**config.mk**
```make
export PLATFORM = sky130hd
export DESIGN_NAME = bram_queue_reader
export DESIGN_NICKNAME = d
export VERILOG_FILES = /design/src/rtl/bram_queue_pkg.sv /design/src/rtl/bram_queue_reader.sv
export SDC_FILE = /design/constraint.sdc
export NUM_CORES = 1
export LEC_CHECK = 0
export CORE_ASPECT_RATIO = 1.75
export CORE_MARGIN = 5
export CORE_UTILIZATION = 45
export DETAILED_ROUTE_END_ITERATION = 16
export GPL_ROUTABILITY_DRIVEN = 1
export PLACE_DENSITY_LB_ADDON = 0.08
export SYNTH_ARGS = -nofsm -noshare
export SYNTH_HDL_FRONTEND = slang
export SYNTH_SLANG_ARGS = --single-unit
```
**constraint.sdc**
```tcl
create_clock -name clk -period 7.4 [get_ports clk]
set_input_delay 1.85 -clock clk [delete_from_list [all_inputs] [get_ports clk]]
set_output_delay 1.85 -clock clk [all_outputs]
set_load 0.02 [all_outputs]
```
**src/rtl/bram_queue_pkg.sv**
```systemverilog
// ---------------------------------------------------------------------------
// bram_queue_pkg
// Shared definitions for the BRAM command-queue reader.
//   stateT     : reader FSM states
//   VALID_BIT  : slot bit that marks an occupied entry
//   SLOT_BYTES : byte stride between consecutive 32-bit slots
// ---------------------------------------------------------------------------
package bram_queue_pkg;

   typedef enum logic [2:0] {
      IDLE,
      ISSUE,
      CHECK,
      OUTPUT,
      CLEAR,
      WAIT
   } stateT;

   localparam int          VALID_BIT  = 31;
   localparam logic [31:0] SLOT_BYTES = 32'd4;

endpackage

```
**src/rtl/bram_queue_reader.sv**
```systemverilog
// ---------------------------------------------------------------------------
// bram_queue_reader
// Consumer side of a circular command queue held in a dual-port 32-bit BRAM.
// The block polls the current slot, presents an occupied entry on a
// valid/ready stream, writes zero back to release the slot and then moves
// on to the next slot (wrapping at QUEUE_LEN).
//
// Ports:
//   clk, rst         : clock, asynchronous active-high reset
//   enable           : polling permitted while high
//   mem_en/mem_we    : BRAM port enable and byte write enables
//   mem_addr/mem_din : BRAM byte address and write data
//   mem_dout         : BRAM read data, one cycle after a read enable
//   m_valid/m_ready  : output stream handshake
//   m_data           : entry payload (slot bits 30:0)
//   rd_ptr           : current slot index
//   consumed_cnt     : number of entries consumed (wraps)
// ---------------------------------------------------------------------------
module bram_queue_reader
   import bram_queue_pkg::*;
#(
   parameter int          QUEUE_LEN  = 64,
   parameter logic [31:0] BASE_ADDR  = 32'h0,
   parameter int          POLL_DELAY = 4
) (
   input  logic                         clk,
   input  logic                         rst,
   input  logic                         enable,
   output logic                         mem_en,
   output logic [3:0]                   mem_we,
   output logic [31:0]                  mem_addr,
   output logic [31:0]                  mem_din,
   input  logic [31:0]                  mem_dout,
   output logic                         m_valid,
   input  logic                         m_ready,
   output logic [30:0]                  m_data,
   output logic [$clog2(QUEUE_LEN)-1:0] rd_ptr,
   output logic [31:0]                  consumed_cnt
);

   localparam int PW = $clog2(QUEUE_LEN);
   localparam int CW = (POLL_DELAY > 0) ? $clog2(POLL_DELAY + 1) : 1;

   stateT         state;
   logic [CW-1:0] pollCnt;

   // Byte address of a slot; plain 32-bit arithmetic so the result wraps
   // the same way the memory bus does.
   function automatic logic [31:0] slotAddr(input logic [PW-1:0] ptr);
      return BASE_ADDR + {{(32 - PW){1'b0}}, ptr} * SLOT_BYTES;
   endfunction

   // Single FSM with every output registered. mem_en/mem_we are pulsed for
   // exactly one cycle on entry to ISSUE (read) and CLEAR (zero write), so a
   // read and a write can never share a cycle. The pointer and the consumed
   // count advance on entry to CLEAR, which lets the following ISSUE use
   // rd_ptr directly for the next slot's address. Polling resumes only at the
   // IDLE, CLEAR-exit and WAIT-exit decision points, so dropping enable never
   // strands an entry half-consumed.
   always_ff @(posedge clk or posedge rst) begin
      if (rst) begin
         state        <= IDLE;
         pollCnt      <= '0;
         rd_ptr       <= '0;
         consumed_cnt <= '0;
         mem_en       <= 1'b0;
         mem_we       <= 4'h0;
         mem_addr     <= '0;
         mem_din      <= '0;
         m_valid      <= 1'b0;
         m_data       <= '0;
      end else begin
         mem_en  <= 1'b0;
         mem_we  <= 4'h0;
         mem_din <= '0;
         case (state)
            IDLE: begin
               if (enable) begin
                  state    <= ISSUE;
                  mem_en   <= 1'b1;
                  mem_addr <= slotAddr(rd_ptr);
               end
            end
            ISSUE: begin
               state <= CHECK;
            end
            CHECK: begin
               if (mem_dout[VALID_BIT]) begin
                  m_data  <= mem_dout[VALID_BIT-1:0];
                  m_valid <= 1'b1;
                  state   <= OUTPUT;
               end else if (POLL_DELAY == 0) begin
                  if (enable) begin
                     state    <= ISSUE;
                     mem_en   <= 1'b1;
                     mem_addr <= slotAddr(rd_ptr);
                  end else begin
                     state <= IDLE;
                  end
               end else begin
                  pollCnt <= CW'(POLL_DELAY);
                  state   <= WAIT;
               end
            end
            OUTPUT: begin
               if (m_ready) begin
                  m_valid      <= 1'b0;
                  state        <= CLEAR;
                  mem_en       <= 1'b1;
                  mem_we       <= 4'hF;
                  mem_addr     <= slotAddr(rd_ptr);
                  rd_ptr       <= rd_ptr + 1'b1;
                  consumed_cnt <= consumed_cnt + 32'd1;
               end
            end
            CLEAR: begin
               if (enable) begin
                  state    <= ISSUE;
                  mem_en   <= 1'b1;
                  mem_addr <= slotAddr(rd_ptr);
               end else begin
                  state <= IDLE;
               end
            end
            WAIT: begin
               pollCnt <= pollCnt - 1'b1;
               if (pollCnt <= CW'(1)) begin
                  if (enable) begin
                     state    <= ISSUE;
                     mem_en   <= 1'b1;
                     mem_addr <= slotAddr(rd_ptr);
                  end else begin
                     state <= IDLE;
                  end
               end
            end
            default: begin
               state <= IDLE;
            end
         endcase
      end
   end

endmodule

```
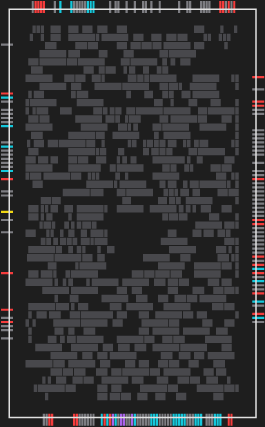
Figure 1: pin map.
Scale: 3 px per um. Pins as bars across the die edge, other pins in grey.
legend:
  `m_ready`:
    colour: yellow
    pins: 1
    direction: input
    edge: west
  `m_data`:
    colour: cyan
    pins: 31
    direction: output
    edge: 18 south, 5 north, 4 west, 4 east
  `mem_we`:
    colour: purple
    pins: 4
    direction: output
    edge: south
  `mem_addr`:
    colour: red
    pins: 32
    direction: output
    edge: 11 east, 8 south, 8 north, 5 west
Port Buffers: 116
Die Span Y: 136 um
DIE WIDTH: 81.8 um

==> flow_summary.toml <==
# physical design summary
[sta]
whs_ps = 470
fin_skew_ps = 6.73
rsz0062_at_grt = "false"

[routing]
drt_iter0_drc = 126

[global_route]
antenna_found_initial = 0
grt_pass1_vias = 2763
grt_max_degree = 85

[status]
outcome = "finished, final reports clean"

[synthesis]
syn_avg_cell_area_um2 = 11.3
ys.warnings.count = 0
topCellsByArea = "dfrtp_1 52%, buf_4 11%, mux2_2 10%"

[floorplanning]
initial_core_util = 0.455

[power_and_ir_drop]
switching_power_uw = 628
switching_share = 0.327
power_frac_seq = 0.358

[job]
warnings = 27
max_cap_violations = 0

[clocking]
cts_buffers = 9
root_buffer = "clkbuf_16"
path_clk_slew_ps = 60

[setup_path]
crit_type = "primary input to flip-flop"

[final_layout]
lay_top_count = "clkdlybuf4s50_1"
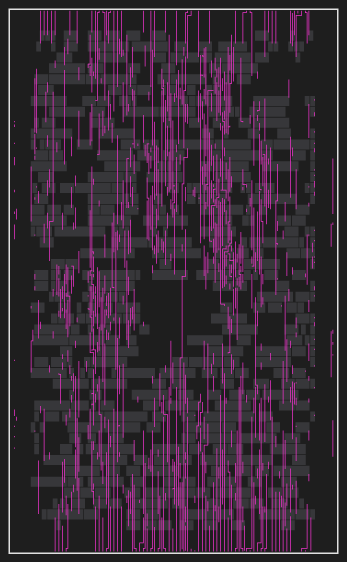
Figure 2: metal 2.
Scale: 4 px per um. Cells faint in the background.
wire length on this layer: 5,050 um
share of all routed wire: 56%
longest straight run: 47.1 um
nets with wire on the layer: 464
via count: 2,784
detailed-route wire length: 8970 um

[synthesized netlist by cell type (all sizes together)]
cell type,number
nand3b,1
a31oi,1
or3,2
nor3,8
nand4,10
and2,1
a311oi,1
xor2,10
nor4b,1
o21bai,1
mux2i,1
mux2,37
nor4,4
and4,4
and3,5
nor2b,1
a22oi,1
or4,3
conb,1
nor2,12
nand2b,2
a211o,1
nand3,19
o21ai,3
nand4b,1
a211oi,1
a21oi,6
or2,1
a31o,1
dfrtp,84
clkbuf,5
ha,4
nand2,23
xnor2,26
a21o,1
buf,65
inv,10
[state kept, by name, indices dropped and copies added (netlist names)]
name / cells
consumed_cnt: 32
m_data: 31
mem_addr: 6
state: 3
rd_ptr: 6
mem_we: 1
pollCnt: 3
m_valid: 1
mem_en: 1
[cells by family after synthesis]
logic type,Yosys count,share of synthesized area
buffers and inverters,80,0.132
xor gates and xnor gates,36,0.0777
AOI/OAI and AO/OA,17,0.0265
adders and majority gates,4,0.0123
muxes,38,0.105
DFF,84,0.518
and+or+nand+nor,98,0.127
other,1,0.000924
[layer usage]
layer | vias up | GRT usage | share of wire
met4 | 0 | 0.0638 | 0.0095
met2 | 99 | 0.293 | 0.56
li1 | 1332 | - | -
met5 | - | 0 | 0
met3 | 6 | 0.0386 | 0.066
met1 | 1347 | 0.185 | 0.36
[final timing paths]
path | cells past startpoint | to | slack (ps) | start
setup / recovery | 5 | consumed_cnt[21] | 3150 | m_ready
hold / removal | 1 | consumed_cnt[31] | 470 | consumed_cnt[31]
setup reg to reg | 4 | consumed_cnt[21] | 4550 | state[2]
hold reg to reg | 1 | consumed_cnt[31] | 470 | consumed_cnt[31]
max in group asynchronous | 3 | mem_we[2] | 4550 | rst
min in group asynchronous | 3 | consumed_cnt[26] | 2190 | rst
[critical path, stage by stage]
cell,delay (ps)
clkdlybuf4s50_1,490
nand4b_1,520
nor3_1,1170
nand4_1,240
xnor2_1,190
[power groups by stage]
stage	Sequential (mW)	Combinational (mW)	Clock, mW
after floorplan	0.827	0.301	0
after global placement	0.692	0.729	0
after detailed placement	0.698	0.736	0
after CTS	0.691	0.738	0.522
after global routing	0.710	0.776	0.539
final	0.689	0.727	0.506
[per-stage QoR]
step                 util  area, um^2  setup slack (ps)  power [mW]
CTS                 0.610        5440              3200        1.95
finish              0.610        5440              3150        1.92
global route        0.610        5440              2940        2.03
floorplan               -        4270              3380        1.13
detailed placement  0.572        5100              2850        1.43
global placement    0.572        5100              2880        1.42
[final cells by class]
type | count | area share
Timing Repair Buffer | 118 | 0.216
Clock buffer | 10 | 0.0439
Tap cell | 120 | 0.0276
Sequential cell | 84 | 0.386
Multi-Input combinational cell | 251 | 0.301
Inverter | 10 | 0.00712
Clock inverter | 5 | 0.0184
Power figures rest on the tool's default switching activity, not on a simulated workload.
